File: src/rtl/led_display_row_scheduler.sv
// HUB75 row scheduler: fetches one row per handshake, shifts it out with sclk,
// then blanks, latches, and lights the row for a fixed on-time.
//  state     | meaning
//  S_IDLE    | panel dark, waiting for enable_in
//  S_REQ     | row_ready_out raised, waiting for a row from the pattern generator
//  S_SHIFT   | columns shifted out MSB first, 2*CLK_DIV cycles per column
//  S_BLANK   | oe_n_out high before the latch
//  S_LATCH   | one-cycle latch strobe, row address updated
//  S_DISPLAY | oe_n_out low for ON_CYCLES
module led_display_row_scheduler #(
    parameter int GL_NUM_COL_PIXELS = 64,
    parameter int CLK_DIV           = 2,
    parameter int BLANK_CYCLES      = 2,
    parameter int ON_CYCLES         = 16,
    parameter int SYS_CLK_FREQ      = 100_000_000,
    localparam int GL_RGB_ROW_W     = 6 * GL_NUM_COL_PIXELS
) (
    input  logic                    clk_in,
    input  logic                    reset_in,
    input  logic                    enable_in,
    input  logic [GL_RGB_ROW_W-1:0] row_in,
    input  logic                    row_valid_in,
    output logic                    row_ready_out,
    output logic [2:0]              rgb_top_out,
    output logic [2:0]              rgb_bot_out,
    output logic                    sclk_out,
    output logic                    latch_out,
    output logic                    oe_n_out,
    output logic [3:0]              row_addr_out,
    output logic                    frame_done_out
);

    localparam int N     = GL_NUM_COL_PIXELS;
    localparam int COL_W = $clog2(N);
    localparam int PH_W  = $clog2(CLK_DIV + 1);
    localparam int BL_W  = $clog2(BLANK_CYCLES + 1);
    localparam int ON_W  = $clog2(ON_CYCLES + 1);

    localparam logic [COL_W-1:0] COL_LAST = COL_W'(N - 1);
    localparam logic [PH_W-1:0]  PH_INIT  = PH_W'(CLK_DIV - 1);
    localparam logic [BL_W-1:0]  BL_INIT  = BL_W'(BLANK_CYCLES - 1);
    localparam logic [ON_W-1:0]  ON_INIT  = ON_W'(ON_CYCLES - 1);

    if (N < 2 || CLK_DIV < 1 || BLANK_CYCLES < 1 || ON_CYCLES < 1 || SYS_CLK_FREQ < 1) begin : g_bad_params
        $error("led_display_row_scheduler: invalid parameter value");
    end

    typedef enum logic [2:0] {
        S_IDLE, S_REQ, S_SHIFT, S_BLANK, S_LATCH, S_DISPLAY
    } state_t;

    state_t           state;
    logic [COL_W-1:0] col_cnt;
    logic [PH_W-1:0]  phase_cnt;
    logic [BL_W-1:0]  blank_cnt;
    logic [ON_W-1:0]  on_cnt;
    logic [3:0]       row_cnt;

    // Row layout, MSB first: top red, top green, top blue, bot red, bot green, bot blue.
    logic [N-1:0] in_top_r, in_top_g, in_top_b, in_bot_r, in_bot_g, in_bot_b;
    logic [N-1:0] sh_top_r, sh_top_g, sh_top_b, sh_bot_r, sh_bot_g, sh_bot_b;

    assign in_top_r = row_in[6*N-1 -: N];
    assign in_top_g = row_in[5*N-1 -: N];
    assign in_top_b = row_in[4*N-1 -: N];
    assign in_bot_r = row_in[3*N-1 -: N];
    assign in_bot_g = row_in[2*N-1 -: N];
    assign in_bot_b = row_in[N-1 -: N];

    always_ff @(posedge clk_in) begin
        if (reset_in) begin
            state          <= S_IDLE;
            row_ready_out  <= 1'b0;
            rgb_top_out    <= '0;
            rgb_bot_out    <= '0;
            sclk_out       <= 1'b0;
            latch_out      <= 1'b0;
            oe_n_out       <= 1'b1;
            row_addr_out   <= '0;
            frame_done_out <= 1'b0;
            row_cnt        <= '0;
            col_cnt        <= '0;
            phase_cnt      <= '0;
            blank_cnt      <= '0;
            on_cnt         <= '0;
            sh_top_r       <= '0;
            sh_top_g       <= '0;
            sh_top_b       <= '0;
            sh_bot_r       <= '0;
            sh_bot_g       <= '0;
            sh_bot_b       <= '0;
        end else begin
            latch_out      <= 1'b0;
            frame_done_out <= 1'b0;
            case (state)
                S_IDLE: begin
                    oe_n_out      <= 1'b1;
                    row_ready_out <= 1'b0;
                    if (enable_in) state <= S_REQ;
                end
                S_REQ: begin
                    if (row_ready_out && row_valid_in) begin
                        row_ready_out <= 1'b0;
                        rgb_top_out   <= {in_top_b[N-1], in_top_g[N-1], in_top_r[N-1]};
                        rgb_bot_out   <= {in_bot_b[N-1], in_bot_g[N-1], in_bot_r[N-1]};
                        sh_top_r      <= in_top_r << 1;
                        sh_top_g      <= in_top_g << 1;
                        sh_top_b      <= in_top_b << 1;
                        sh_bot_r      <= in_bot_r << 1;
                        sh_bot_g      <= in_bot_g << 1;
                        sh_bot_b      <= in_bot_b << 1;
                        sclk_out      <= 1'b0;
                        col_cnt       <= COL_LAST;
                        phase_cnt     <= PH_INIT;
                        state         <= S_SHIFT;
                    end else begin
                        row_ready_out <= 1'b1;
                    end
                end
                S_SHIFT: begin
                    if (phase_cnt != '0) begin
                        phase_cnt <= phase_cnt - PH_W'(1);
                    end else begin
                        phase_cnt <= PH_INIT;
                        if (!sclk_out) begin
                            sclk_out <= 1'b1;
                        end else begin
                            sclk_out <= 1'b0;
                            if (col_cnt == '0) begin
                                rgb_top_out <= '0;
                                rgb_bot_out <= '0;
                                blank_cnt   <= BL_INIT;
                                state       <= S_BLANK;
                            end else begin
                                col_cnt     <= col_cnt - COL_W'(1);
                                rgb_top_out <= {sh_top_b[N-1], sh_top_g[N-1], sh_top_r[N-1]};
                                rgb_bot_out <= {sh_bot_b[N-1], sh_bot_g[N-1], sh_bot_r[N-1]};
                                sh_top_r    <= sh_top_r << 1;
                                sh_top_g    <= sh_top_g << 1;
                                sh_top_b    <= sh_top_b << 1;
                                sh_bot_r    <= sh_bot_r << 1;
                                sh_bot_g    <= sh_bot_g << 1;
                                sh_bot_b    <= sh_bot_b << 1;
                            end
                        end
                    end
                end
                S_BLANK: begin
                    if (blank_cnt != '0) begin
                        blank_cnt <= blank_cnt - BL_W'(1);
                    end else begin
                        // Address moves here so it only ever changes while the panel is dark.
                        latch_out      <= 1'b1;
                        row_addr_out   <= row_cnt;
                        frame_done_out <= (row_cnt == 4'd15);
                        row_cnt        <= row_cnt + 4'd1;
                        state          <= S_LATCH;
                    end
                end
                S_LATCH: begin
                    oe_n_out <= 1'b0;
                    on_cnt   <= ON_INIT;
                    state    <= S_DISPLAY;
                end
                S_DISPLAY: begin
                    if (on_cnt != '0) begin
                        on_cnt <= on_cnt - ON_W'(1);
                    end else begin
                        oe_n_out <= 1'b1;
                        state    <= enable_in ? S_REQ : S_IDLE;
                    end
                end
                default: state <= S_IDLE;
            endcase
        end
    end

endmodule
File: config.mk
export PLATFORM = sky130hd
export DESIGN_NAME = led_display_row_scheduler
export DESIGN_NICKNAME = d
export VERILOG_FILES = /design/src/rtl/led_display_row_scheduler.sv
export SDC_FILE = /design/constraint.sdc
export NUM_CORES = 1
export LEC_CHECK = 0
export CORE_MARGIN = 4
export CORE_UTILIZATION = 55
export DETAILED_ROUTE_END_ITERATION = 7
export GPL_TIMING_DRIVEN = 0
export HOLD_SLACK_MARGIN = 0.06
export PLACE_DENSITY = 0.95
export SYNTH_ARGS = -nofsm -noshare
export SYNTH_HDL_FRONTEND = slang
export SYNTH_SLANG_ARGS = --single-unit
File: constraint.sdc
create_clock -name clk_in -period 4.9 [get_ports clk_in]
set_input_delay 0.735 -clock clk_in [delete_from_list [all_inputs] [get_ports clk_in]]
set_output_delay 0.735 -clock clk_in [all_outputs]
set_load 0.05 [all_outputs]
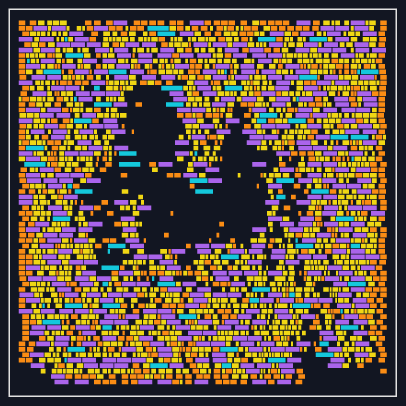
*Placement by cell class, run 1*
Scale: 2 px per um.
Orange stands for remaining buffers and delay cells, cells 623. Yellow stands for remaining logic cells, cells 1,284. Purple stands for sequential cells, cells 415. Cyan stands for clock drivers and dummy loads, cells 72.

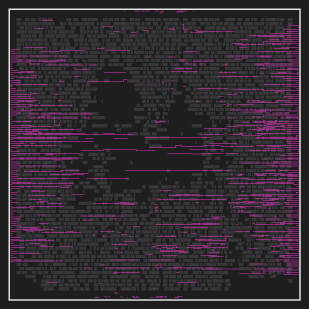
*M3 wires, run 1*
Scale: 1.5 px per um. Cells faint in the background.
The layer holds 9.5% of the routed length. The layer carries 5,920 um of wire.

==> run summary, run 1 <==
fresh numbers from the pnr run: Core Util at FP 0.559, post-CTS sizing 0, RSZ-0062 raised after global routing no, die y size 193 um, ys cells 1,920, share of total power in the clock network 0.421, Slew Viols, Final 0, Clock Root Buffer clkbuf_16, Yosys reg bits 415, total wire length 62,200 um, DRC 0, clock sink count 415, Clock Skew approximately 0.016 ns, sw frac 0.241, CTS max path bufs 3, Avg Inst Size Synth 9.78 um^2, r2r setup slk 1.77 ns, Nets 2,760, number of global-route vias before repair 18.0k, vias per cell 6.24, Synth Cell Area 18,800 um^2, # IOs just over 400, Worst setup EP type flip-flop, Fin Setup TNS 0 ns, CP arrival 3.57 ns, CTS tree built, ranking of synthesized cells by area dfxtp_1, mux2i_1, a211oi_1, Period Utilization, post-route 0.638, Post-synth EDFFs 0, Via Count 17.8k, CP Max Fanout 10, Initial DRC Count 1,159, Worst VDD drop 315 uV, CTS clk-pin slew, worst paths ~0.060 ns, area of the core 33,600 um^2, internal power 0.00593 W, Comb power frac 0.121, syn_nets roughly 2.3k, first-pass GRT wire length between 90,000 and 100,000 um, Late-Pin Clk Latency 0.57 ns, shortest period the worst path allows 3.13 ns, synth cell count leaders dfxtp_1, a21oi_1, a211oi_1, mux2i_1, clkbuf_1, WL per Instance ~22 um, Ys Warns 0, Slew @ Worst Pin between 1 and 1.5 ns, Flop pwr share 0.458, met3 Usage GRT 0.0904, initial antenna violation count 22, Placement Rows 67, largest area contributor in the netlist dfxtp_1, Tot GR Track Use 0.318, M1 GR Usage 0.366, final hold violations 0, Pwr Total 0.00781 W, Pleak between 10 and 15 nW, Hold Slack 0.452 ns, final setup fails 0, HPWL after DPL 44,300 um, crit start category flip-flop, Min-Delay Path Class reg2reg, post-synthesis async set-or-reset flop share 0, Die W 193 um, H-tree depth 2, Inserted Clock Buffers ~43, busiest grt layer met2, Fillers between 2k and 2.5k, IO buf count 402, Synth Flop Type dfxtp_1, Detail Route Antenna Nets 0, Worst EP required 5.34 ns, P per Cell Area 315 nW/um^2, CTS Hold Bufs 0, Area leader share 0.442, critical path class reg2reg, M2 GR Usage 0.530, 1st-pass router iterations 5, grt total ovfl 0, layout cells sized above 1 0.0673, placed insts 2,770, total die size 37,200 um^2, post-CTS setup buffers 0, status completed, f_max 320 MHz, Finished Layout Cells 2,858, most frequent cell after synthesis dfxtp_1, max cap viols 0, largest net degree at the start of global routing 15, Sw Pwr 0.00188 W, fin util 0.738, Area Overhead vs Synth 32.0%, Seq share, synth 0.442, YS chip area 18,800 um^2, post-synth cell types 52, Mapped Cells 1,920, Slew HR 0.287, gpl congestion 0.909, tool warnings 27
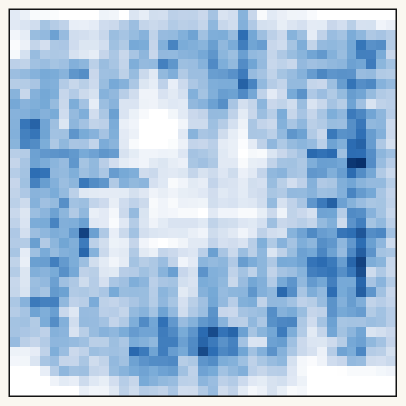
*Wire density map, run 1*
Scale: 2 px per um. The die is cut into 39 by 39 equal tiles; white is low, dark blue is high, scaled to the fullest tile. Values are wire area over tile area, all layers added.
The mean over all tiles is 0.29. 4.3% of the tiles are nearly empty. 20% of the tiles are over half the peak.

## run 1: worst max-delay path, stage by stage, from the launching register on
cell and delay, ns:
dfxtp_1 0.40, inv_1 0.08, ha_1 0.21, nor3b_2 0.19, a41oi_1 0.58, clkbuf_1 0.64
clkbuf_1 0.45, a21oi_1 0.15, a211oi_1 0.31
## run 1: kinds of logic after synthesis
logic type	after synthesis	share of synthesized area
and+or+nand+nor	83	0.0241
adders and majority gates	5	0.00333
AOI/OAI and AO/OA	811	0.273
DFF	415	0.442
muxes	372	0.198
buffers and inverters	231	0.0573
xor gates and xnor gates	3	0.00140
## run 1: placed cells by master, fill, tap and decap left out, types with 4 or more instances in the layout
master,count
clkbuf_8,7
clkbuf_16,43
nand3_1,8
a311oi_1,8
bufinv_16,4
inv_1,10
buf_4,39
o21a_1,4
dfxtp_1,415
a21oi_1,393
a22o_1,6
buf_2,50
mux2i_1,372
clkinv_2,5
nor2_1,17
diode_2,16
clkdlybuf4s50_1,402
a211oi_1,380
ha_1,5
nor3_1,7
clkbuf_1,139
o21ai_0,6
nand2_1,23
## run 1: flip-flops by register name (all words and copies together), names as in the netlist, 3 cells and up
name / count
rgb_top_out: 3
sh_top_g: 63
sh_bot_b: 63
row_cnt: 4
sh_top_b: 63
sh_bot_r: 63
state: 3
rgb_bot_out: 3
sh_bot_g: 63
col_cnt: 6
sh_top_r: 63
row_addr_out: 4
on_cnt: 5
## run 1: per-layer routing
metal,up-vias,part of all wire
met5,-,0.0013
met4,14,0.056
met3,236,0.095
met2,858,0.47
met1,8514,0.38
li1,8221,-
## run 1: cell type report
| cell class | count | area (um^2) | share of cell area |
|---|---|---|---|
| multi-input combinational | 1274 | 9400 | 0.379 |
| sequential | 415 | 8310 | 0.335 |
| timing repair buffer | 402 | 4020 | 0.162 |
| clock buffer | 59 | 1210 | 0.0487 |
| buffer | 221 | 1040 | 0.0419 |
| tap | 448 | 561 | 0.0226 |
| clock inverter | 13 | 179 | 0.00722 |
| antenna | 16 | 40.0 | 0.00161 |
| inverter | 10 | 37.5 | 0.00151 |
## run 1: stage by stage
| stage | cell area [um^2] | setup slack (ns) |
|---|---|---|
| final | 24800 | 1.77 |
| after global routing | 24800 | 1.55 |
| after CTS | 24800 | 1.77 |
| after detailed placement | 23400 | 1.64 |
| after global placement | 23400 | 1.44 |
| after floorplan | 18800 | 2.86 |
## run 1: power groups by stage
stage	combinational, W	sequential (W)	clock (W)
after floorplan	0.000458	0.00363	0
after global placement	0.000885	0.00363	0
after detailed placement	0.000924	0.00364	0
after CTS	0.000939	0.00357	0.00330
after global routing	0.00102	0.00358	0.00344
final	0.000949	0.00357	0.00329
## run 1: final timing paths
path / startpoint / end / depth (start not counted)
setup / recovery: col_cnt[0] / sh_bot_g[55] / 8
hold reg to reg: on_cnt[4] / on_cnt[4] / 2
hold / removal: on_cnt[4] / on_cnt[4] / 2
setup reg to reg: col_cnt[0] / sh_bot_g[55] / 8
==> run 2: changes to the inputs <==
CORE_UTILIZATION = 46   (was 55)
PLACE_DENSITY = 0.87   (was 0.95)
clock period = 2.7 ns   (was 4.9 ns; I/O delays follow)
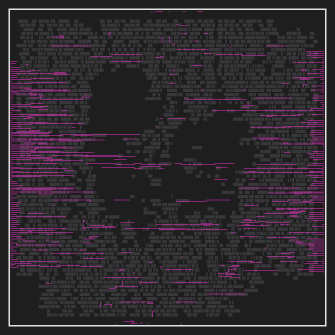
*M3 wires, run 2*
Scale: 1.5 px per um. Cells faint in the background.
The layer holds 8.0% of the routed length. The longest straight run is 66.5 um.

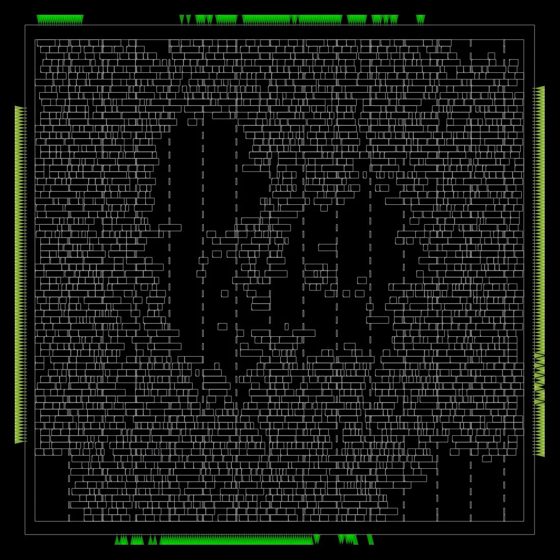
*Cell outlines without signal wires, run 2*
seq_cells: 415
Finished Layout Cells: 2,942
Placement Rows: 73
Seq/total area: 0.331
tap cells: 525

==> run 2 against run 1 <==
Net effect:
- clock power up 98%
- final cell count up 2.9%
- sequential power up 82%
- largest power group is now the clock network
- utilization down 11 points
==> run summary, run 2 <==
fresh numbers from the pnr run: status completed, Initial DRC Count 1,305, syn_nets around 2.3k, critical path class reg2reg, Die W 210 um, Avg Inst Size Synth roughly 9.8 um^2, Detail Route Antenna Nets 0, final hold violations 0, cell breakdown of the critical path inv_1, ha_1, nor3b_2, a41oi_2, clkbuf_2, clkbuf_1, a21oi_1, a211oi_1, CTS tree built, Hold Slack 0.440 ns, slowest stage delay, CP between 0.4 and 0.5 ns, busiest grt layer met2, most frequent cell after synthesis dfxtp_1, Slew HR 0.327, total wire length 60,500 um, M1 GR Usage 0.317, Ys Warns 0, Yosys reg bits between 400 and 500, ys cells 1,920, max cap viols 0, M2 GR Usage 0.440, initial antenna violation count 19, shortest period the worst path allows 2.58 ns, 1st-pass router iterations 5, Seq share, synth 0.442, RSZ-0062 raised after global routing yes, Area Overhead vs Synth 33.7%, Reg area 8310 um^2, number of global-route vias before repair 17.5k, Worst path depth 8, CTS clk-pin slew, worst paths 0.06 ns, IO buf count 402, Mapped Cells around 1.9k, Fillers approximately 3.1k, Setup WS pre-CTS -0.391 ns, post-route worst setup slack approximately 0.12 ns, die y size between 200 and 250 um, multi-input logic area 9410 um^2, Nets 2,762, P per Cell Area 585 nW/um^2, Clock Skew 0.0100 ns, fin util 0.628, largest net degree at the start of global routing 14, Critical Path Slowest Stage Cell clkbuf_1, worst path bufs/invs 3, Post-synth EDFFs 0, Min-Delay Path Class in2reg, Area leader share 0.442, YS chip area approximately 19,000 um^2, WL per Instance 20.6 um, Tot GR Track Use 0.259, Clock Root Buffer clkbuf_16, Worst setup EP type flip-flop, Worst VDD drop 571 uV, hold depth 3, f_max between 300 and 400 MHz, Worst EP required ~3.2 ns, final setup fails 0, grt total ovfl 0, synth cell count leaders dfxtp_1, a21oi_1, a211oi_1, mux2i_1, clkbuf_1, Core Util at FP 0.469, # IOs 403, Late-Pin Clk Latency 0.56 ns, Pleak approximately 11 nW, most numerous logic cell after layout dfxtp_1, Slew Viols, Final 0, tool warnings 28, ranking of synthesized cells by area dfxtp_1, mux2i_1, a211oi_1, post-synth cell types 52, reg2reg path depth 8, Period Utilization, post-route 0.955, Synth Flop Type dfxtp_1, HPWL after DPL 44,100 um, post-CTS setup buffers 0, most frequent cells in the layout dfxtp_1, clkdlybuf4s50_1, a21oi_1, a211oi_1, mux2i_1, vias per cell 5.86, post-synthesis async set-or-reset flop share 0, met3 Usage GRT 0.0741, layout cells sized above 1 0.0807, CP arrival 3.03 ns, crit start category flip-flop, largest area contributor in the netlist dfxtp_1, crit-path leading delay family buffers and inverters, gpl congestion 0.919, clock sink count between 400 and 500, Slew @ Worst Pin 1.01 ns, Inserted Clock Buffers ~45, H-tree depth 2, CP Max Fanout 10, Via Count 17.2k, CTS max path bufs 3, Synth Cell Area roughly 19,000 um^2, DRC 0, first-pass GRT wire length approximately 94,000 um, total die size roughly 44,000 um^2, area of the core 40,000 um^2
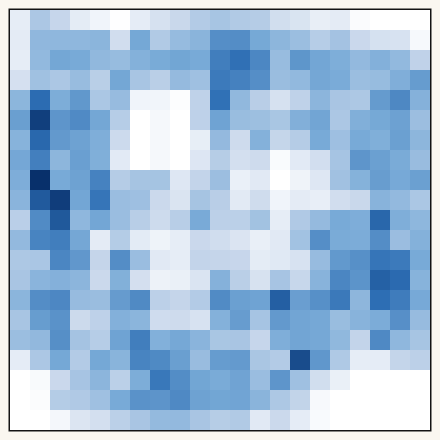
*Wire density map, run 2*
Scale: 2 px per um. The die is cut into 21 by 21 equal tiles; white is low, dark blue is high, scaled to the fullest tile. Values are wire area over tile area, all layers added.
27% of the tiles are over half the peak. The mean over all tiles is 0.23. The emptiest ninth of the die: center.

-- run 2: stage by stage --
stage               TNS (ns)  std cells  total power (W)  area [um^2]
finish                     0       2942           0.0147        25100
global route        -0.00216       2939           0.0152        25100
CTS                        0       2930           0.0148        25100
detailed placement    -52.63       2847          0.00828        23500
global placement      -36.04       2847          0.00821        23500
floorplan                  0       1920          0.00741        18800
-- run 2: final timing paths --
path / slack [ns] / endpoint / startpoint
max: 0.12 / sh_top_g[38] / col_cnt[0]
min: 0.44 / rgb_bot_out[1] / row_in[127]
max reg2reg: 0.12 / sh_top_g[38] / col_cnt[0]
min reg2reg: 0.45 / on_cnt[4] / on_cnt[4]
-- run 2: layer usage --
layer | share of wire | up-vias
met5 | 0.0016 | -
met4 | 0.031 | 16
met3 | 0.080 | 129
met2 | 0.48 | 603
met1 | 0.41 | 8259
li1 | - | 8224
-- run 2: timing repair --
action / 4_1_cts / 5_1_grt
setup endpoints to repair: 376 / 13
gates resized: 8 / 21
hold buffers: 0 / 0
-- run 2: cell families after synthesis --
group,synth area share
fa+ha+maj,0.00333
xor+xnor,0.00140
buf+inv,0.0573
compound gates,0.273
simple gates,0.0241
flops,0.442
mux,0.198
-- run 2: worst reg2reg max path, cell delays in order (launching register included) --
cell	delay, ns
dfxtp_1	0.39
inv_1	0.08
ha_1	0.20
nor3b_2	0.19
a41oi_2	0.37
clkbuf_2	0.40
clkbuf_1	0.42
a21oi_1	0.14
a211oi_1	0.29
-- run 2: final cells by class --
type | count | share of cell area
sequential | 415 | 0.331
inverter | 10 | 0.00149
clock buffer | 61 | 0.0529
tap | 525 | 0.0262
multi-input combinational | 1274 | 0.375
clock inverter | 22 | 0.0101
buffer | 221 | 0.0422
antenna | 12 | 0.00120
timing repair buffer | 402 | 0.160
-- run 2: power by group --
part / switching (W) / internal [W] / total, W
clock network: 0.00258 / 0.00394 / 0.00652
logic: 0.000780 / 0.000919 / 0.00170
registers: 0.000131 / 0.00635 / 0.00648
total: 0.00349 / 0.0112 / 0.0147
Power figures rest on the tool's default switching activity, not on a simulated workload.
